## src/rtl/mul_pkg.sv

```systemverilog
// Shared definitions for the arbitrated repeated-addition multiplier controller.
//   StateW   : width of the controller state register
//   DefaultW : default operand/product width
//   state_e  : controller state encoding (IDLE, LDA, LDB, ACC, DONE)
package mul_pkg;

  localparam int unsigned StateW   = 3;
  localparam int unsigned DefaultW = 16;

  typedef enum logic [StateW-1:0] {
    IDLE = 3'd0,
    LDA  = 3'd1,
    LDB  = 3'd2,
    ACC  = 3'd3,
    DONE = 3'd4
  } state_e;

endpackage

```

## src/rtl/rr_arbiter.sv

```systemverilog
// Purely combinational round-robin pick: the first set request bit at or above
// the pointer, wrapping around to bit 0.
//   req_i   : per-requester request bits
//   ptr_i   : index with highest priority this cycle
//   gnt_o   : one-hot grant (all zero when no request)
//   id_o    : encoded index of the granted requester
//   valid_o : at least one request present
module rr_arbiter #(
  parameter int unsigned N   = 4,
  parameter int unsigned IdW = $clog2(N)
) (
  input  logic [N-1:0]   req_i,
  input  logic [IdW-1:0] ptr_i,
  output logic [N-1:0]   gnt_o,
  output logic [IdW-1:0] id_o,
  output logic           valid_o
);

  int unsigned idx;

  always_comb begin
    gnt_o   = '0;
    id_o    = '0;
    valid_o = 1'b0;
    idx     = 0;
    for (int unsigned i = 0; i < N; i++) begin
      idx = 32'(ptr_i) + i;
      if (idx >= N) idx = idx - N;
      if (!valid_o && req_i[idx]) begin
        valid_o    = 1'b1;
        gnt_o[idx] = 1'b1;
        id_o       = IdW'(idx);
      end
    end
  end

endmodule

```

## src/rtl/mul_arbiter_ctrl.sv

```systemverilog
// Shares one repeated-addition multiplier datapath between N requesters.
// A round-robin arbiter picks a requester in IDLE; the FSM then loads A, loads B
// and clears P, accumulates until the B counter reaches zero, and returns the
// product tagged with the requester id.
// Ports:
//   clk, rst             : clock, asynchronous active-high reset
//   req, op_a, op_b      : per-requester request level and packed operands
//   gnt                  : one-hot 1-cycle grant; operands sampled that cycle
//   busy                 : job in flight (after gnt through rsp_valid)
//   rsp_valid/rsp_id     : 1-cycle response pulse and owning requester index
//   product              : A*B mod 2^W, held until the next response
//   dp_data, ldA, ldB, ldP, clrP, decB : datapath data/control
//   eqZ, dp_pout         : datapath B-counter zero flag and product register
// Build option: OPERAND_SWAP_EN puts the larger operand in A and the smaller
// in the B counter, so accumulation takes min(A,B) cycles.
module mul_arbiter_ctrl
  import mul_pkg::*;
#(
  parameter int unsigned N   = 4,
  parameter int unsigned W   = DefaultW,
  parameter int unsigned IdW = $clog2(N)
) (
  input  logic           clk,
  input  logic           rst,
  input  logic [N-1:0]   req,
  input  logic [N*W-1:0] op_a,
  input  logic [N*W-1:0] op_b,
  output logic [N-1:0]   gnt,
  output logic           busy,
  output logic           rsp_valid,
  output logic [IdW-1:0] rsp_id,
  output logic [W-1:0]   product,
  output logic [W-1:0]   dp_data,
  output logic           ldA,
  output logic           ldB,
  output logic           ldP,
  output logic           clrP,
  output logic           decB,
  input  logic           eqZ,
  input  logic [W-1:0]   dp_pout
);

  state_e         state_q, state_d;
  logic [IdW-1:0] ptr_q, ptr_d;
  logic [W-1:0]   a_q, a_d;
  logic [W-1:0]   b_q, b_d;
  logic [IdW-1:0] id_q, id_d;
  logic [W-1:0]   product_q, product_d;
  logic [IdW-1:0] rsp_id_q, rsp_id_d;
  logic           rsp_valid_q, rsp_valid_d;

  logic [N-1:0]   arb_gnt;
  logic [IdW-1:0] arb_id;
  logic           arb_valid;
  logic [W-1:0]   sel_a, sel_b;

  rr_arbiter #(
    .N   (N),
    .IdW (IdW)
  ) u_rr_arbiter (
    .req_i   (req),
    .ptr_i   (ptr_q),
    .gnt_o   (arb_gnt),
    .id_o    (arb_id),
    .valid_o (arb_valid)
  );

  // One-hot mux of the granted requester's operands.
  always_comb begin
    sel_a = '0;
    sel_b = '0;
    for (int unsigned i = 0; i < N; i++) begin
      sel_a = sel_a | (op_a[i*W +: W] & {W{arb_gnt[i]}});
      sel_b = sel_b | (op_b[i*W +: W] & {W{arb_gnt[i]}});
    end
  end

  always_comb begin
    state_d     = state_q;
    ptr_d       = ptr_q;
    a_d         = a_q;
    b_d         = b_q;
    id_d        = id_q;
    product_d   = product_q;
    rsp_id_d    = rsp_id_q;
    rsp_valid_d = 1'b0;
    // Gated by rst so every output reads 0 while reset is held.
    gnt         = '0;
    unique case (state_q)
      IDLE: begin
        if (arb_valid && !rst) begin
          gnt   = arb_gnt;
          a_d   = sel_a;
          b_d   = sel_b;
`ifdef OPERAND_SWAP_EN
          if (sel_b > sel_a) begin
            a_d = sel_b;
            b_d = sel_a;
          end
`endif
          id_d    = arb_id;
          ptr_d   = (arb_id == IdW'(N - 1)) ? '0 : arb_id + IdW'(1);
          state_d = LDA;
        end
      end
      LDA: state_d = LDB;
      LDB: state_d = ACC;
      ACC: begin
        // P is final once eqZ is seen; capture here so product and rsp_id
        // are already valid in the DONE cycle alongside rsp_valid.
        if (eqZ) begin
          product_d   = dp_pout;
          rsp_id_d    = id_q;
          rsp_valid_d = 1'b1;
          state_d     = DONE;
        end
      end
      DONE:    state_d = IDLE;
      default: state_d = IDLE;
    endcase
  end

  always_ff @(posedge clk or posedge rst) begin
    if (rst) begin
      state_q     <= IDLE;
      ptr_q       <= '0;
      a_q         <= '0;
      b_q         <= '0;
      id_q        <= '0;
      product_q   <= '0;
      rsp_id_q    <= '0;
      rsp_valid_q <= 1'b0;
    end else begin
      state_q     <= state_d;
      ptr_q       <= ptr_d;
      a_q         <= a_d;
      b_q         <= b_d;
      id_q        <= id_d;
      product_q   <= product_d;
      rsp_id_q    <= rsp_id_d;
      rsp_valid_q <= rsp_valid_d;
    end
  end

  // Datapath controls decode straight from the state register; ldP/decB also
  // need eqZ so the counter never decrements past zero.
  always_comb begin
    dp_data = '0;
    ldA     = 1'b0;
    ldB     = 1'b0;
    clrP    = 1'b0;
    ldP     = 1'b0;
    decB    = 1'b0;
    unique case (state_q)
      LDA: begin
        dp_data = a_q;
        ldA     = 1'b1;
      end
      LDB: begin
        dp_data = b_q;
        ldB     = 1'b1;
        clrP    = 1'b1;
      end
      ACC: begin
        ldP  = !eqZ;
        decB = !eqZ;
      end
      default: ;
    endcase
  end

  assign busy      = (state_q != IDLE);
  assign rsp_valid = rsp_valid_q;
  assign rsp_id    = rsp_id_q;
  assign product   = product_q;

endmodule

```

## config.mk

```make
export PLATFORM = sky130hd
export DESIGN_NAME = mul_arbiter_ctrl
export DESIGN_NICKNAME = d
export VERILOG_FILES = /design/src/rtl/mul_pkg.sv /design/src/rtl/rr_arbiter.sv /design/src/rtl/mul_arbiter_ctrl.sv
export SDC_FILE = /design/constraint.sdc
export NUM_CORES = 1
export LEC_CHECK = 0
export ABC_AREA = 1
export CORE_MARGIN = 10
export CORE_UTILIZATION = 40
export DETAILED_ROUTE_END_ITERATION = 10
export GPL_ROUTABILITY_DRIVEN = 0
export PLACE_DENSITY = 0.85
export SLEW_MARGIN = 20
export SYNTH_ARGS = -nofsm -noshare
export SYNTH_HDL_FRONTEND = slang
export SYNTH_SLANG_ARGS = --single-unit
```

## constraint.sdc

```tcl
create_clock -name clk -period 3.32 [get_ports clk]
set_clock_uncertainty 0.1 [all_clocks]
set_input_delay 0.498 -clock clk [delete_from_list [all_inputs] [get_ports clk]]
set_output_delay 0.498 -clock clk [all_outputs]
set_load 0.02 [all_outputs]
```

Figure 1. Routed clock nets over the placement.
(4 px per um)
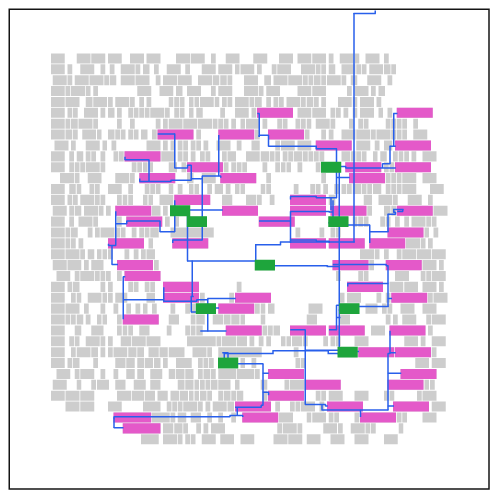
Key: clock wires = blue [length 841 um]; flip-flops = magenta [count 58]; clock-net drivers = green [count 9]
There are 10 routed clock nets.

Figure 2. The clock network.
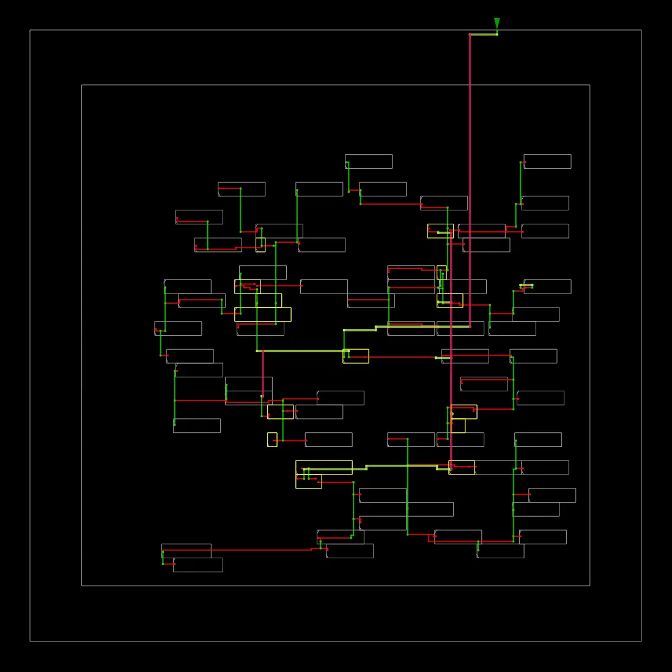
clock network power: 0.000698 W
clock buf count: 9
CTS buffer count: 9
clk latency late pin: 0.33 ns

Figure 3. Logic cells by family.
(2 px per um)
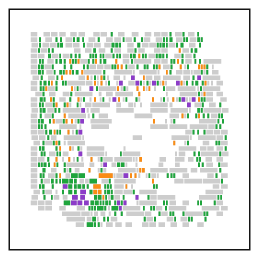
Key: nand cells = green [cells 336, most used nand2_1, where widely spread]; nor cells = orange [cells 76, most used nor2_1]; aoi and oai cells = purple [cells 28, most used o22ai_1]

==> GITHUB_STEP_SUMMARY <==
## Implementation flow summary

| Metric | Value |
|---|---|
| Status | `complete, no violations` |
| Clk sink count | `58` |
| Main logic family | `simple AND/OR/NAND/NOR gates` |
| CORE AREA | `approximately 0.01 mm^2` |
| Yosys cell count | `around 620` |
| Unrepaired setup endpoints after global routing | `no` |
| Max_cap viols | `0` |
| Clk root buf | `clkbuf_8` |
| Final Setup Violations | `0` |
| Routed len/inst | `between 10 and 15 um` |
| Cell row count | `36` |
| CP max FO | `8` |
| Layout area overhead | `55.7%` |
| Synth Seq Share | `0.366` |
| Most frequent cells after synthesis | `nand2_1 (277), nor2_1 (70), inv_1 (64), dfrtp_1 (58), nand3_1 (42)` |
| Count of pins over their slew limit | `0` |
| Synth top cell by count | `nand2_1` |
| Hold Crit Class | `flip-flop to flip-flop` |
| Global-route wire length before repair | `~21000 um` |
| Period Utilization, post-route | `0.928` |
| Mux contribution to synthesized area | `0` |
| Die area | `~0.014 mm^2` |
| Static Leak | `a little over 3 nW` |
| CTS Hold Bufs | `0` |
| Maximum clock path buffer count | `2` |
| Fin Setup TNS | `0 ns` |
| GR Util All Layers | `0.183` |
| Vias after detailed routing | `between 4000 and 5000` |
| HPWL Detailed | `roughly 11000 um` |
| DR iter-0 viols | `about 320` |
| Die H | `~120 um` |
| Routed wire length | `13400 um` |
| I/O Buffers | `around 200` |
| Grt ovf | `0` |
| F_max | `around 320 MHz` |
| Final hold vios | `0` |
| Nets | `roughly 970` |
| Startpoint types | `flip-flop` |
Figure 4. The metal 3 layer.
(4 px per um)
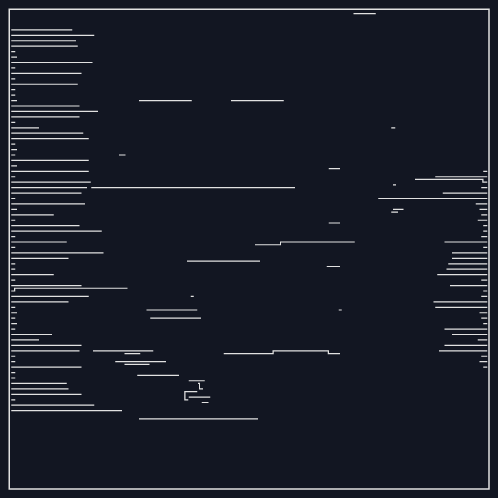
The wires run mostly horizontal. The longest straight run is 50.6 um. 128 nets have wire on it. The layer carries 1220 um of wire. The layer holds 9.1% of the routed length.

Figure 5. Routed metal, one colour a layer.
(2 px per um)
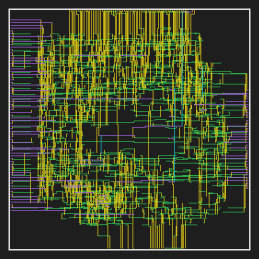
Key: M1 = green [wire length 5520 um]; M4 = cyan [wire length 127 um]; M3 = purple [wire length 1220 um]; M2 = yellow [wire length 6550 um]

==> through the flow <==
step	total power (W)	instances	area [um^2]	worst slack [ns]
floorplan	0.00416	620	3960	0.131
global placement	0.00531	932	5950	0.203
detailed placement	0.00539	932	5950	0.187
CTS	0.00611	947	6150	0.0511
global route	0.00667	949	6170	0.000571
finish	0.00608	949	6170	0.238
==> cells in the final DEF, fill, tap and decap left out, drive strengths merged <==
| master | count |
|---|---|
| nor2 | 74 |
| clkbuf | 9 |
| nand4 | 5 |
| a22oi | 1 |
| xor2 | 1 |
| nand3 | 49 |
| dlygate4sd2 | 4 |
| dfrtp | 58 |
| clkinvlp | 1 |
| a21boi | 4 |
| ha | 5 |
| nand2 | 282 |
| inv | 88 |
| bufinv | 2 |
| a21oi | 3 |
| o21ai | 4 |
| o22ai | 16 |
| clkdlybuf4s50 | 191 |
| buf | 12 |
| clkinv | 5 |
| nor3 | 2 |
==> worst paths after layout <==
kind,startpoint,to,cells after the start
hold reg to reg,product[6],product[6],2
hold / removal,product[6],product[6],2
setup / recovery,ptr_q[0],gnt[1],13
max in group asynchronous,rst,ptr_q[1],3
min in group asynchronous,rst,rsp_valid,3
setup reg to reg,ptr_q[0],ptr_q[0],15
==> layout make-up <==
| class | instances | area (um^2) |
|---|---|---|
| timing repair buffer | 207 | 2040 |
| sequential | 58 | 1450 |
| clock buffer | 9 | 124 |
| inverter | 90 | 348 |
| clock inverter | 6 | 82.6 |
| tap | 133 | 166 |
| multi-input combinational | 446 | 1960 |
| fill | 897 | 3560 |
==> critical path: stages (launching register included) <==
cell and delay [ns]:
dfrtp_2 0.43, inv_4 0.08, ha_1 0.36, inv_1 0.12, nand3_1 0.09, nand2_1 0.10
nand3_1 0.09, nor2_2 0.16, nand3_2 0.12, nand2_2 0.14, nor2_8 0.06, nand2_1 0.07
inv_1 0.04, dlygate4sd2_1 0.32
==> sequential cells by signal (all words and copies together) (netlist names) <==
name and flops:
ptr_q 2, rsp_id 2, rsp_valid 1, b_q 16, state_q 3, product 16
id_q 2, a_q 16
==> power by group <==
group	internal, W	switching [W]	total, W
clock network	0.000414	0.000283	0.000698
logic	0.00160	0.00259	0.00419
registers	0.00105	0.000132	0.00119
==> routing by layer <==
metal | wire length (um) | up-vias | GRT usage
met5 | 0 | - | 0
met4 | 126 | 0 | 0.0498
met3 | 1220 | 11 | 0.0680
met2 | 6550 | 163 | 0.307
met1 | 5520 | 1921 | 0.216
li1 | - | 2255 | -
==> timing repair <==
action / 4_1_cts / 5_1_grt
pin swaps: 0 / 0
setup buffers: 0 / 2
cloned: 0 / 0
setup endpoints to repair: 4 / 11
resized: 6 / 3
==> kinds of logic (layout without fill, tap and decap cells) <==
kind of cell	Yosys count	in the layout
adder cells (fa/ha/maj)	5	5
XOR/XNOR	1	1
flip-flops	58	58
buffers and inverters	116	312
AND-OR/OR-AND	28	28
AND/OR/NAND/NOR	412	412
Power is estimated from default activity; no workload was simulated.
